==> run_1/m1.png <==
Scale: 4 px per micron. Supply wires on this layer in gray.
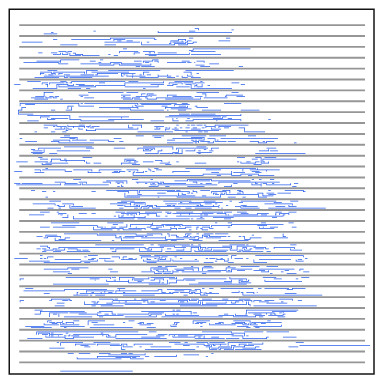
==> run_1/m2.png <==
Scale: 3 px per micron. Cells faint in the background.
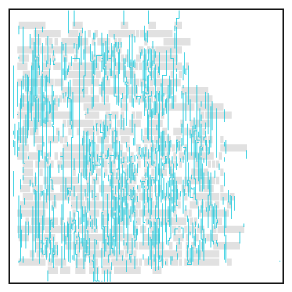
==> run_1/m3.png <==
Scale: 4 px per micron.
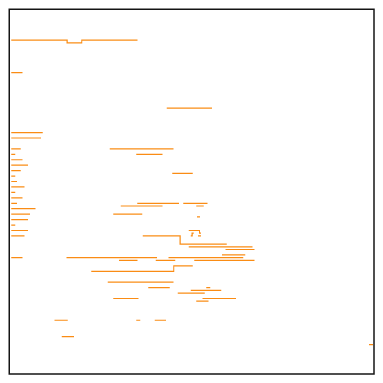
### src/rtl/uart_pkg.sv
`default_nettype none
// ============================================================================
//  Module      : uart_pkg
//  Description : Shared UART definitions. Holds the FSM state encoding, the
//                line levels and the power-on divisor. Both the TX and RX
//                sides import this package.
//  Revision    : 1.0 - initial release
// ============================================================================
package uart_pkg;

  // State encoding for the frame sequencer
  localparam logic [2:0] c_ST_IDLE_ENC   = 3'd0;
  localparam logic [2:0] c_ST_START_ENC  = 3'd1;
  localparam logic [2:0] c_ST_DATA_ENC   = 3'd2;
  localparam logic [2:0] c_ST_PARITY_ENC = 3'd3;
  localparam logic [2:0] c_ST_STOP_ENC   = 3'd4;

  typedef enum logic [2:0] {
    ST_IDLE   = c_ST_IDLE_ENC,
    ST_START  = c_ST_START_ENC,
    ST_DATA   = c_ST_DATA_ENC,
    ST_PARITY = c_ST_PARITY_ENC,
    ST_STOP   = c_ST_STOP_ENC
  } uart_state_e;

  // Line levels
  localparam logic c_TXD_IDLE  = 1'b1;
  localparam logic c_START_BIT = 1'b0;

  // Divisor held by the config latch out of reset (any non-zero value works;
  // the baud counter is held clear until the first frame loads its own).
  localparam int c_DEFAULT_DIV = 16;

endpackage : uart_pkg
`default_nettype wire

### src/rtl/uart_tx_ctrl_if.sv
`default_nettype none
// ============================================================================
//  Module      : uart_tx_ctrl_if
//  Description : Bundle between the TX controller, the TX FIFO and the APB
//                register block.
//  Signals     : tx_en, baud_div, parity_en, parity_odd, stop2 - frame config
//                fifo_dout, fifo_empty                          - FIFO head
//                fifo_rd_en                                     - FIFO pop
//                txd, busy, tx_done                             - status/line
//  Modports    : master - environment side (drives config and FIFO head)
//                slave  - controller side
//  Revision    : 1.0 - initial release
// ============================================================================
interface uart_tx_ctrl_if #(
  parameter int DATA_WIDTH = 8,
  parameter int DIV_WIDTH  = 16
);

  logic                  tx_en;
  logic [DIV_WIDTH-1:0]  baud_div;
  logic                  parity_en;
  logic                  parity_odd;
  logic                  stop2;
  logic [DATA_WIDTH-1:0] fifo_dout;
  logic                  fifo_empty;
  logic                  fifo_rd_en;
  logic                  txd;
  logic                  busy;
  logic                  tx_done;

  modport master (
    output tx_en, baud_div, parity_en, parity_odd, stop2,
    output fifo_dout, fifo_empty,
    input  fifo_rd_en, txd, busy, tx_done
  );

  modport slave (
    input  tx_en, baud_div, parity_en, parity_odd, stop2,
    input  fifo_dout, fifo_empty,
    output fifo_rd_en, txd, busy, tx_done
  );

endinterface : uart_tx_ctrl_if
`default_nettype wire

### src/rtl/uart_baud_gen.sv
`default_nettype none
// ============================================================================
//  Module      : uart_baud_gen
//  Description : Bit-period counter. Counts 0..div-1 and pulses o_bit_end on
//                the last cycle of each bit, then restarts. i_clear holds the
//                counter at zero so the first bit after release is full length.
//  Ports       : clk, rst_n  - clock, async active-low reset
//                i_clear     - hold counter at 0, suppress o_bit_end
//                i_div       - cycles per bit (0 treated as 1)
//                o_bit_end   - last cycle of the current bit
//  Revision    : 1.0 - initial release
// ============================================================================
module uart_baud_gen #(
  parameter int DIV_WIDTH = 16
) (
  input  logic                 clk,
  input  logic                 rst_n,
  input  logic                 i_clear,
  input  logic [DIV_WIDTH-1:0] i_div,
  output logic                 o_bit_end
);

  localparam logic [DIV_WIDTH-1:0] c_ONE = DIV_WIDTH'(1);

  logic [DIV_WIDTH-1:0] r_cnt;
  logic [DIV_WIDTH-1:0] w_div_eff;
  logic                 w_at_end;

  // A zero divisor would make div-1 wrap to all-ones; clamp it instead.
  assign w_div_eff = (i_div == '0) ? c_ONE : i_div;
  assign w_at_end  = (r_cnt == (w_div_eff - c_ONE));
  assign o_bit_end = !i_clear && w_at_end;

  always_ff @(posedge clk or negedge rst_n) begin
    if (!rst_n) begin
      r_cnt <= '0;
    end else if (i_clear || w_at_end) begin
      r_cnt <= '0;
    end else begin
      r_cnt <= r_cnt + c_ONE;
    end
  end

endmodule : uart_baud_gen
`default_nettype wire

### src/rtl/uart_tx_ctrl.sv
`default_nettype none
// ============================================================================
//  Module      : uart_tx_ctrl
//  Description : Pops bytes from a first-word-fall-through TX FIFO and
//                serialises each as start, DATA_WIDTH data bits LSB-first,
//                optional parity and one or two stop bits. Frame config is
//                captured on the pop edge and held for the whole frame.
//  Ports       : clk, rst_n - clock, async active-low reset
//                bus (slave)- config in, FIFO head in, FIFO pop out,
//                             txd / busy / tx_done out
//  Revision    : 1.0 - initial release
// ============================================================================
module uart_tx_ctrl
  import uart_pkg::*;
#(
  parameter int DATA_WIDTH = 8,
  parameter int DIV_WIDTH  = 16
) (
  input  logic          clk,
  input  logic          rst_n,
  uart_tx_ctrl_if.slave bus
);

  localparam int c_BCW = $clog2(DATA_WIDTH) + 1;

  uart_state_e           r_state;
  uart_state_e           w_state_next;

  logic [DATA_WIDTH-1:0] r_shift;
  logic [DATA_WIDTH-1:0] w_shift_next;
  logic [c_BCW-1:0]      r_bit_cnt;
  logic                  r_stop_cnt;
  logic [DIV_WIDTH-1:0]  r_div_q;
  logic                  r_par_en_q;
  logic                  r_stop2_q;
  logic                  r_par_bit;
  logic                  r_txd;
  logic                  r_busy;
  logic                  r_tx_done;

  logic                  w_rd_en;
  logic                  w_bit_end;
  logic                  w_last_data;
  logic                  w_frame_end;
  logic                  w_txd_next;

  // Only the controller pops, and only from IDLE with data present.
  assign w_rd_en     = (r_state == ST_IDLE) && bus.tx_en && !bus.fifo_empty;
  assign w_last_data = (r_bit_cnt == c_BCW'(DATA_WIDTH - 1));

  uart_baud_gen #(
    .DIV_WIDTH (DIV_WIDTH)
  ) u_baud_gen (
    .clk       (clk),
    .rst_n     (rst_n),
    .i_clear   (r_state == ST_IDLE),
    .i_div     (r_div_q),
    .o_bit_end (w_bit_end)
  );

  // --------------------------------------------------------------------------
  // State register
  // --------------------------------------------------------------------------
  always_ff @(posedge clk or negedge rst_n) begin
    if (!rst_n) begin
      r_state <= ST_IDLE;
    end else begin
      r_state <= w_state_next;
    end
  end

  // --------------------------------------------------------------------------
  // Next state, next shift value and next line level. txd is registered, so
  // its value is derived from the state being entered, not the current one.
  // --------------------------------------------------------------------------
  always_comb begin
    w_state_next = r_state;
    w_frame_end  = 1'b0;
    w_shift_next = r_shift;
    w_txd_next   = c_TXD_IDLE;

    unique case (r_state)
      ST_IDLE: begin
        if (w_rd_en) begin
          w_state_next = ST_START;
          w_shift_next = bus.fifo_dout;
        end
      end
      ST_START: begin
        if (w_bit_end) w_state_next = ST_DATA;
      end
      ST_DATA: begin
        if (w_bit_end) begin
          w_shift_next = r_shift >> 1;
          if (w_last_data) w_state_next = r_par_en_q ? ST_PARITY : ST_STOP;
        end
      end
      ST_PARITY: begin
        if (w_bit_end) w_state_next = ST_STOP;
      end
      ST_STOP: begin
        // Second stop bit is pending while r_stop_cnt is still 0 with stop2.
        if (w_bit_end && (!r_stop2_q || r_stop_cnt)) begin
          w_state_next = ST_IDLE;
          w_frame_end  = 1'b1;
        end
      end
      default: w_state_next = ST_IDLE;
    endcase

    unique case (w_state_next)
      ST_START:  w_txd_next = c_START_BIT;
      ST_DATA:   w_txd_next = w_shift_next[0];
      ST_PARITY: w_txd_next = r_par_bit;
      default:   w_txd_next = c_TXD_IDLE;
    endcase
  end

  // --------------------------------------------------------------------------
  // Datapath: config latch, shift register, bit counters, outputs
  // --------------------------------------------------------------------------
  always_ff @(posedge clk or negedge rst_n) begin
    if (!rst_n) begin
      r_shift    <= '0;
      r_bit_cnt  <= '0;
      r_stop_cnt <= 1'b0;
      r_div_q    <= DIV_WIDTH'(c_DEFAULT_DIV);
      r_par_en_q <= 1'b0;
      r_stop2_q  <= 1'b0;
      r_par_bit  <= 1'b0;
      r_txd      <= c_TXD_IDLE;
      r_busy     <= 1'b0;
      r_tx_done  <= 1'b0;
    end else begin
      r_shift   <= w_shift_next;
      r_txd     <= w_txd_next;
      r_tx_done <= w_frame_end;

      if (w_rd_en) begin
        r_bit_cnt  <= '0;
        r_stop_cnt <= 1'b0;
        r_div_q    <= (bus.baud_div == '0) ? DIV_WIDTH'(1) : bus.baud_div;
        r_par_en_q <= bus.parity_en;
        r_stop2_q  <= bus.stop2;
        r_par_bit  <= (^bus.fifo_dout) ^ bus.parity_odd;
        r_busy     <= 1'b1;
      end else begin
        if (w_frame_end) r_busy <= 1'b0;
        if ((r_state == ST_DATA) && w_bit_end) r_bit_cnt <= r_bit_cnt + c_BCW'(1);
        if ((r_state == ST_STOP) && w_bit_end) r_stop_cnt <= 1'b1;
      end
    end
  end

  assign bus.fifo_rd_en = w_rd_en;
  assign bus.txd        = r_txd;
  assign bus.busy       = r_busy;
  assign bus.tx_done    = r_tx_done;

endmodule : uart_tx_ctrl
`default_nettype wire

### src/flat_wrapper.sv
// flat-port wrapper written by rule: the top's interface ports become plain ports
module uart_tx_ctrl_flat import uart_pkg::*;
#(
  parameter int DATA_WIDTH = 8,
  parameter int DIV_WIDTH  = 16
)
  (clk, rst_n, bus_tx_en, bus_baud_div, bus_parity_en, bus_parity_odd, bus_stop2, bus_fifo_dout, bus_fifo_empty, bus_fifo_rd_en, bus_txd, bus_busy, bus_tx_done);
  uart_tx_ctrl_if #(.DATA_WIDTH(DATA_WIDTH), .DIV_WIDTH(DIV_WIDTH)) bus_i ();
  input  logic clk;
  input  logic rst_n;
  input wire logic [$bits(bus_i.tx_en)-1:0] bus_tx_en;
  input wire logic [$bits(bus_i.baud_div)-1:0] bus_baud_div;
  input wire logic [$bits(bus_i.parity_en)-1:0] bus_parity_en;
  input wire logic [$bits(bus_i.parity_odd)-1:0] bus_parity_odd;
  input wire logic [$bits(bus_i.stop2)-1:0] bus_stop2;
  input wire logic [$bits(bus_i.fifo_dout)-1:0] bus_fifo_dout;
  input wire logic [$bits(bus_i.fifo_empty)-1:0] bus_fifo_empty;
  output wire logic [$bits(bus_i.fifo_rd_en)-1:0] bus_fifo_rd_en;
  output wire logic [$bits(bus_i.txd)-1:0] bus_txd;
  output wire logic [$bits(bus_i.busy)-1:0] bus_busy;
  output wire logic [$bits(bus_i.tx_done)-1:0] bus_tx_done;
  assign bus_i.tx_en = bus_tx_en;
  assign bus_i.baud_div = bus_baud_div;
  assign bus_i.parity_en = bus_parity_en;
  assign bus_i.parity_odd = bus_parity_odd;
  assign bus_i.stop2 = bus_stop2;
  assign bus_i.fifo_dout = bus_fifo_dout;
  assign bus_i.fifo_empty = bus_fifo_empty;
  assign bus_fifo_rd_en = bus_i.fifo_rd_en;
  assign bus_txd = bus_i.txd;
  assign bus_busy = bus_i.busy;
  assign bus_tx_done = bus_i.tx_done;
  uart_tx_ctrl #(.DATA_WIDTH(DATA_WIDTH), .DIV_WIDTH(DIV_WIDTH)) u_core (.clk(clk), .rst_n(rst_n), .bus(bus_i));
endmodule
### config.mk
export PLATFORM = sky130hd
export DESIGN_NAME = uart_tx_ctrl_flat
export DESIGN_NICKNAME = d
export VERILOG_FILES = /design/src/rtl/uart_pkg.sv /design/src/rtl/uart_tx_ctrl_if.sv /design/src/rtl/uart_baud_gen.sv /design/src/rtl/uart_tx_ctrl.sv /design/src/flat_wrapper.sv
export SDC_FILE = /design/constraint.sdc
export NUM_CORES = 1
export LEC_CHECK = 0
export ABC_AREA = 1
export CAP_MARGIN = 20
export CORE_MARGIN = 2
export CORE_UTILIZATION = 45
export CTS_CLUSTER_SIZE = 28
export DETAILED_ROUTE_END_ITERATION = 7
export PLACE_DENSITY = 0.76
export SLEW_MARGIN = 10
export SYNTH_ARGS = -nofsm -noshare
export SYNTH_HDL_FRONTEND = slang
export SYNTH_SLANG_ARGS = --single-unit
### constraint.sdc
create_clock -name clk -period 3 [get_ports clk]
set_input_delay 0.75 -clock clk [delete_from_list [all_inputs] [get_ports clk]]
set_output_delay 0.75 -clock clk [all_outputs]
set_load 0.1 [all_outputs]
==> writeup.txt, run 1 <==
The run finished with clean final reports. The mapped netlist covers 3392 sq um. The fraction of the mapped netlist area in simple logic gates was 38.40%. From synthesis to final layout, the design area changed by 21.39%. Listed in order, past its start point the critical path passes nor2_2 -> nand2_2 -> nor2_4 -> nand2_2 -> nand2_1 -> inv_1 -> ha_4 -> nand2_4 -> inv_2 -> nand2_1 -> xnor3_2 -> nor2_1 -> nand3_1 -> nor2_4 -> nand2_2 -> nor2_4 -> inv_2 -> nand2_2 -> inv_2 -> nand2_1 -> nand2_1. The die is 90.82 microns tall. In this run the power spent charging and discharging nets is 0.2671 mW.

Measured in cells, the most critical reg-to-reg path has a length of 21. The XOR/XNOR share of the synthesized area came out at 5.828%. The leftover overflow at the end of global routing came out at 0. The highest clock rate this design can be run at is 354.3 MHz. The most common library cell in the layout ignoring fill and taps is nand2_1.

The pin count of the biggest net entering global routing is 36, and the x dimension of the die is 90.82 microns. TritonRoute reported its final design rule violation total as 0. dfrtp_1 takes more of the synthesized area than any other cell. For this run, the total global-route usage over all layers was measured as 21.58%. The beginning of the worst register-to-register path was u_core.r_div_q[6]$_DFFE_PN0P_. For this run, asynchronously set or reset flops after synthesis account for 100.0%. The stage delay of the slowest cell on the critical path came out at 0.45 ns.

The largest fanout on the critical path works out to 8. The power dissipated in sequential cells was 0.727 mW; the starting density of the core was 46.52%. Detailed placement ended at an HPWL of 6574 microns. The post-CTS hold buffer count recorded in the log is 0. Kind of cell adding the most delay to the critical path: simple AND/OR/NAND/NOR gates. The H-tree generated during clock tree synthesis spans 2 levels. The worst path required time was 3.20 ns; the number of buffers between clock root and the deepest sink was 2. The tools report the post-route antenna net violation count as 0. The post-detailed-route wirelength per cell came out at 14.06 microns. The global routing report lists met2 layer usage as 35.07%. Looking at the setup timing report, the critical path kind is flop to flop. The dominant power group in this design is registers. The synthesized design contains 0 enable-type register cells. In the final report, the number of hold violations comes to 0.

In this run the full chip footprint comes out at 8248 sq um. The run gives 0% for the share of synthesized area spent on multiplexers.
Back to the opening pictures, m1.png:
main direction	horizontal
share of all routed wire	47%
nets with wire on the layer	504
longest straight run	26.7 microns
wire length on this layer	3980 microns

Back to the opening pictures, m2.png:
main direction	vertical
share of all routed wire	47%

Back to the opening pictures, m3.png:
wire length on this layer	376 microns
nets with wire on the layer	49
main direction	horizontal
share of all routed wire	4.4%

run 1: metal layers:
layer | vias up | share of wire, %
met5 | - | 0
met4 | 0 | 1.7
met3 | 16 | 4.4
met2 | 84 | 47
met1 | 1509 | 47
li1 | 1567 | -
run 1: Yosys cell counts (9+ instances only):
cell type and n:
xor2_1 9, o21ai_0 19, a21oi_1 9, xnor2_1 11, nand4_1 13, nand2_1 140
nor2_1 41, nand3_1 28, inv_1 51, dfrtp_1 52
run 1: through the flow:
step | cells | setup slack, ns | hold WS, ns | TNS [ns] | cell area [sq um]
after detailed placement | 591 | 0.1613 | 0.4668 | 0 | 3857
after floorplan | 458 | 0.4543 | 0.4422 | 0 | 3393
after global placement | 591 | 0.2039 | 0.4548 | 0 | 3857
after global routing | 608 | -0.06548 | 0.2763 | -0.6426 | 4118
final | 608 | 0.1772 | 0.2840 | 0 | 4118
after CTS | 599 | 0.1240 | 0.2839 | 0 | 3974
run 1: layout make-up:
class	count	area, sq um
inverter	56	210.2
clock inverter	1	30.03
multi-input combinational	341	1846
fill	705	3174
sequential	54	1360
timing repair buffer	50	461.7
clock buffer	7	86.33
tap	99	123.9
run 1: flip-flops by register name, summed over array words and instances, names as in the netlist:
| signal | count |
|---|---|
| u_core.r_bit_cnt | 4 |
| u_core.bus.tx_done | 1 |
| u_core.r_stop2_q | 1 |
| u_core.r_stop_cnt | 1 |
| u_core.r_par_en_q | 1 |
| u_core.r_shift | 8 |
| u_core.r_state | 3 |
| u_core.r_par_bit | 1 |
| u_core.u_baud_gen.r_cnt | 16 |
| u_core.bus.txd | 1 |
| u_core.bus.busy | 1 |
| u_core.r_div_q | 16 |
run 1: cell families after synthesis:
group,after synthesis
AOI/OAI and AO/OA,42
xor gates and xnor gates,21
adders and majority gates,3
and+or+nand+nor,275
DFF,54
buffers and inverters,63
==> run_1/m4.png <==
Scale: 4 px per micron. Supply wires on this layer in gray.
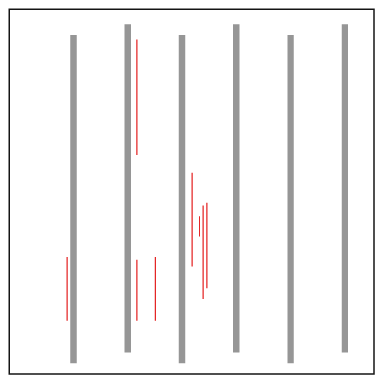

==> run 2: changes to the inputs <==
- CORE_MARGIN: 2 -> default
==> run_2/m4.png <==
Scale: 4 px per micron. Supply wires on this layer in gray.
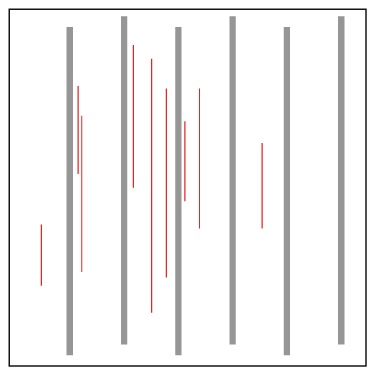
main direction	vertical
nets with wire on the layer	9
share of all routed wire	3.6%
wire length on this layer	297 microns

==> run 2 against run 1 <==
Compared with the run above:
- via count shrank 2.0%
- cell area fell by 1.9%
- die area is 4.4% lower
- fmax rose by 0.52%
- total power fell by 0.28%
- worst hold slack improved by 0.12 ns
- flip-flop count stayed put
- register-to-register slack is essentially flat
- critical path type unchanged
- critical endpoint is now u_core.r_shift[3]$_DFFE_PN0P_
- largest cell class unchanged
==> writeup.txt, run 2 <==
The run finished with clean final reports. The power report puts the leakage power at 1.964 nW. By area the synthesized netlist is led by dfrtp_1 (38%), nand2_1 (15%), inv_1 (5.6%), nor2_1 (4.5%), nand3_1 (4.1%).

Number of buffers and inverters on the critical path: 4. The kind of cell with the highest combined delay along the critical path is simple AND/OR/NAND/NOR gates. The run gives 8 for the largest fanout on the critical path. Measured along the y axis, the die boundary spans 88.82 microns. Number of fill cells: 686.

The run gives 0.4065 ns as the worst hold slack after final layout. The worst setup path is of the flop to flop kind. Cell type with the largest total area: dfrtp_1.

The registers reported with the highest flop counts are u_core.r_div_q: 16 flops, u_core.u_baud_gen.r_cnt: 16 flops, u_core.r_shift: 8 flops. The synthesis report gives the async set-or-reset register share as 100.0%. The HPWL after detailed placement is 6506 microns, and the final worst-path setup slack is 0.1918 ns.

The run gives 35 as the top-level port count. After floorplanning, the die was sized to cover 7889 sq um. The run gives 0 for the number of hold-slack violations in the final timing report.

The layout report lists the combined flip-flop and latch area as 1355 sq um. The starting density of the core is 46.77%, and the number of buffers between clock root and the deepest sink is 2. The data required time reported for the critical path is 3.21 ns. The count of buffers added on input and output ports is 34. The cell with the most instances after synthesis was nand2_1. The flow reports power dissipated in the clock network as 0.499 mW.

The first detailed-routing pass took 4 iterations. The highest clock rate this design can be run at is 356.1 MHz. Multi-input gate area in the final layout: 1829 sq um. In this run the mean area of a mapped cell was 7.406 sq um. The heaviest power group is registers. The run gives 0 as the leftover overflow at the end of global routing. After synthesis, the most frequently instantiated cells are nand2_1 (140), dfrtp_1 (52), inv_1 (51), nor2_1 (41), nand3_1 (28). Across every metal layer, demand over resource in global routing totals 23.66%. The tools report the final standard cell count with taps included and fillers excluded as 602. The post-synthesis instance area is 3392 sq um, and the pin count of the biggest net entering global routing is 36.

The type of origin of the critical path was a flop. The post-detailed-route wirelength per cell was 13.80 microns. The detailed placer reported the number of placed instances as 592. Leaving out fill and tap cells, the most frequent cell in the layout is nand2_1. For the net switching power figure, the log shows 0.2870 mW. The area after detailed placement is 3865 sq um, and the wire length of the first global-routing pass is 14020 microns. The run gives 0 as the cts-stage hold buffer count. The H-tree generated during clock tree synthesis spans 2 levels. Walking the worst path, the cells encountered are nor2_2 -> nand2_2 -> nor2_4 -> nand2_2 -> nand2_1 -> inv_1 -> ha_2 -> nand2_2 -> inv_2 -> nand2_1 -> nand2_1 -> nand3_1 -> nand2_1 -> nor2_1 -> nand3_2 -> nor2_4 -> nand2_2 -> nor2_4 -> inv_2 -> nand2_2 -> inv_2 -> nand2_1 -> nand2_1.

For the worst setup slack before clock tree synthesis, the log shows 0.1166 ns. On the final layout, the worst clock skew is 0.004615 ns. The post-route cell area was 4041 sq um; the setup TNS was 0 ns. For the post-route antenna net violation count, the log shows 0. For this design, the slowest cell found on the critical path is dfrtp_1. X dimension of the die: 88.82 microns. For the count of unresolved DRC violations after routing, the log shows 0.

The stage delay of the slowest cell on the critical path was 0.44 ns. The power dissipated in sequential cells was 0.727 mW; the signed area change from the synthesized netlist to the final layout was 19.14%. The synthesized design contains 0 enable-type register cells.
==> run_2/m2.png <==
Scale: 3 px per micron. Cells faint in the background.
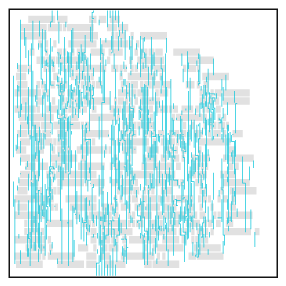
via count of the routed design: 3112
Post-Route WL: 8309 microns
met2 layer usage reported by global route: 39.51%

-- run 2: netlist changes by cell type in the layout (fill, tap and decap cells not counted), sizes merged --
cell | previous run | this run
clkinvlp | 0 | 1
clkbuf | 7 | 6
buf | 21 | 15
-- run 2: worst paths after layout --
path,slack [ns],endpoint,depth (start not counted),from
max in group asynchronous,1.74,u_core.r_div_q[4]$_DFFE_PN1P_,2,rst_n
worst max register to register,0.19,u_core.r_shift[3]$_DFFE_PN0P_,23,u_core.r_div_q[10]$_DFFE_PN0P_
worst min-delay path,0.41,u_core.u_baud_gen.r_cnt[5]$_DFF_PN0_,1,rst_n
worst max-delay path,0.19,u_core.r_shift[3]$_DFFE_PN0P_,23,u_core.r_div_q[10]$_DFFE_PN0P_
min in group clk,0.49,u_core.r_shift[2]$_DFFE_PN0P_,2,u_core.r_shift[2]$_DFFE_PN0P_
worst min register to register,0.49,u_core.r_shift[2]$_DFFE_PN0P_,2,u_core.r_shift[2]$_DFFE_PN0P_
-- run 2: cell families (layout without fill, tap and decap cells) --
logic type	count (synthesis)	count (layout)	share of synthesized area, %
AND-OR/OR-AND	42	42	7.119
buffers and inverters	63	108	7.635
AND/OR/NAND/NOR	275	275	38.40
XOR/XNOR	21	21	5.828
adder cells (fa/ha/maj)	3	3	1.107
flip-flops	54	54	39.91
-- run 2: cell type report --
type / instances / share of cell area (%)
multi-input combinational: 341 / 45.26
sequential: 54 / 33.53
timing repair buffer: 44 / 10.22
inverter: 56 / 5.201
tap: 99 / 3.065
clock buffer: 6 / 1.796
clock inverter: 2 / 0.9288
-- run 2: metal layers --
layer	track usage [%]	vias to the layer above	routed length (microns)
met1	30.07	1453	3605
met3	3.731	21	378
met2	39.51	76	4028
met4	11.14	0	296
li1	-	1562	-
met5	0	-	0
==> run_2/m1.png <==
Scale: 4 px per micron. Supply wires on this layer in gray.
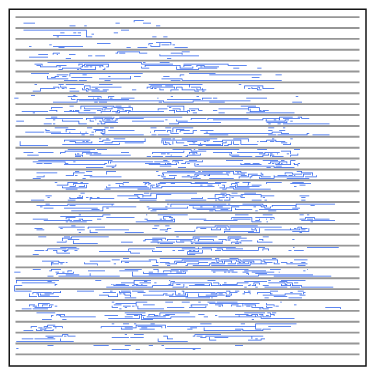

==> run 3: changes to the inputs <==
- MAX_ROUTING_LAYER: default -> met4
==> run_3/m1.png <==
Scale: 4 px per micron. Supply wires on this layer in gray.
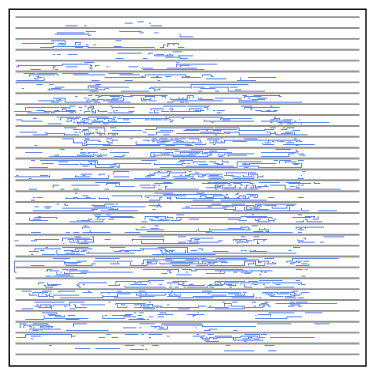
main direction	horizontal
wire length on this layer	3650 microns

==> run_3/m2.png <==
Scale: 3 px per micron. Cells faint in the background.
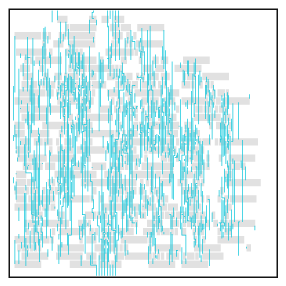
share of all routed wire	50%
main direction	vertical
wire length on this layer	4140 microns
nets with wire on the layer	454
longest straight run	45.6 microns

==> run 3 against run 2 <==
Compared with the run above:
- total power about the same
- core utilization increased by 0.53 points
- cell area increased by 0.96%
- critical endpoint is now u_core.r_bit_cnt[0]$_DFFE_PN0P_
- area after synthesis stayed put
- sequential power is essentially flat
- fmax increased by 1.4%
- die area is the same
- cell count rose by 0.50%
- global-route usage up 0.18 points
- flip-flop count did not move
- critical path depth is 3 lower
- combinational power is 1% higher
==> writeup.txt, run 3 <==
In the per-layer summary, the met1 wirelength comes to 3652 microns. In this run the critical register-to-register path is launched from u_core.r_div_q[4]$_DFFE_PN1P_. According to the report, the first pass of detailed routing completed in 5 iterations.

Entering global routing, the biggest net connects 36 pins. The signal on the critical path passes through nor2_2 -> nand2_2 -> nor2_4 -> nand2_2 -> nand2_1 -> inv_1 -> ha_2 -> nand2_2 -> nor2_4 -> nand2_1 -> inv_1 -> nand4_1 -> a21oi_2 -> nand3_2 -> nor2_4 -> nand2_2 -> nor2_4 -> buf_4 -> nand3_1 -> o21ai_1. The tools report the final worst-path setup slack as 0.2305 ns. Per the detail_route log, the uppermost layer with routed signals is met4.

Detailed routing inserted a total of 3164 vias. The timing report notes that buffer and inverter cells on the critical path total 3. The logs give 0 ns for the setup TNS and 8288 microns for the routed wire length. The net switching power in the latest report is 0.2862 mW.

The destination of the worst register-to-register timing path is u_core.r_bit_cnt[0]$_DFFE_PN0P_. For the worst flop-to-flop path, the logic depth is 20. In this run, placement finished with an instance count of 592. Routing resource usage on met1 recorded by global route was 29.50%. Of the total synthesized cell area, the portion taken by XOR and XNOR cells is 5.828%.

met2 track demand over resource after global routing is 40.28%. The cell type with the largest total area is dfrtp_1. The master of the slowest instance on the critical path was dfstp_2.

The cts-stage hold buffer count is 0, and the count of unresolved DRC violations after routing is 0. Sorting the synthesis cell report by count puts at the top nand2_1. Per the synthesis report, the simple-gate share of the synthesized area is 38.40%.

Leaving out fill and tap cells, the most frequent cell in the layout is nand2_1. After Yosys synthesis, full adders, half adders and majority gates account for 1.107% of the synthesized area. Per the final timing report, the hold violations number 0. For the highest achievable clock rate, the log shows 361.1 MHz. The flow ran to the end, and the final reports show no timing, DRC or antenna violations.

The timing report gives the worst reg2reg path a setup slack of 0.23 ns. The run gives 0 for the leftover overflow at the end of global routing. No sink is reached through more buffers than the 2 on the longest clock path.

Input and output buffers added on the ports amount to 34. The logs give 3877 sq um for the area after detailed placement and 3.24 ns for the worst path required time. Type of origin of the critical path: a flop. For the starting density of the core, the log shows 46.77%. After routing the design area is 4080 sq um. The first global-routing pass estimated 13710 microns of wire. Kind of critical path: flop to flop. The run gives 0 for the post-synth tally of flip-flops with integrated enable. Stage delay of the slowest cell on the critical path: 0.57 ns.
-- run 3: cell counts after synthesis --
No cell type changed its count.
-- run 3: power by group through the flow --
stage / Sequential, mW / Clock [mW] / Combinational (mW)
after detailed placement: 0.742 / 0 / 0.0878
after global placement: 0.742 / 0 / 0.0867
after global routing: 0.728 / 0.533 / 0.0931
after floorplan: 0.742 / 0 / 0.0201
final: 0.727 / 0.499 / 0.0860
after CTS: 0.727 / 0.510 / 0.0882
-- run 3: worst min-delay path by stage --
stage / start / end / cells past startpoint
2_1_floorplan: u_core.r_shift[1]$_DFFE_PN0P_ / u_core.r_shift[1]$_DFFE_PN0P_ / 2
3_3_place_gp: u_core.r_shift[2]$_DFFE_PN0P_ / u_core.r_shift[2]$_DFFE_PN0P_ / 2
3_5_place_dp: u_core.r_shift[7]$_DFFE_PN0P_ / u_core.r_shift[7]$_DFFE_PN0P_ / 2
4_1_cts: rst_n / u_core.u_baud_gen.r_cnt[5]$_DFF_PN0_ / 1
5_1_grt: rst_n / u_core.u_baud_gen.r_cnt[5]$_DFF_PN0_ / 1
6_report: rst_n / u_core.u_baud_gen.r_cnt[5]$_DFF_PN0_ / 1
-- run 3: cells by family after synthesis --
group,count (synthesis)
buffers and inverters,63
AOI/OAI and AO/OA,42
adders and majority gates,3
DFF,54
and+or+nand+nor,275
xor gates and xnor gates,21
-- run 3: what timing repair did --
action,4_1_cts,5_1_grt
resized,0,17
setup buffers,0,5
setup endpoints to repair,0,31
-- run 3: final cells by class --
type / instances / area (sq um)
fillers: 670 / 3173
multi-input cells: 341 / 1828
flip-flops and latches: 54 / 1360
repair buffers: 47 / 447.9
inverters: 56 / 210.2
well taps: 99 / 123.9
clock buffers: 6 / 72.57
clock inverters: 2 / 37.54
Power and IR drop assume default switching activity.
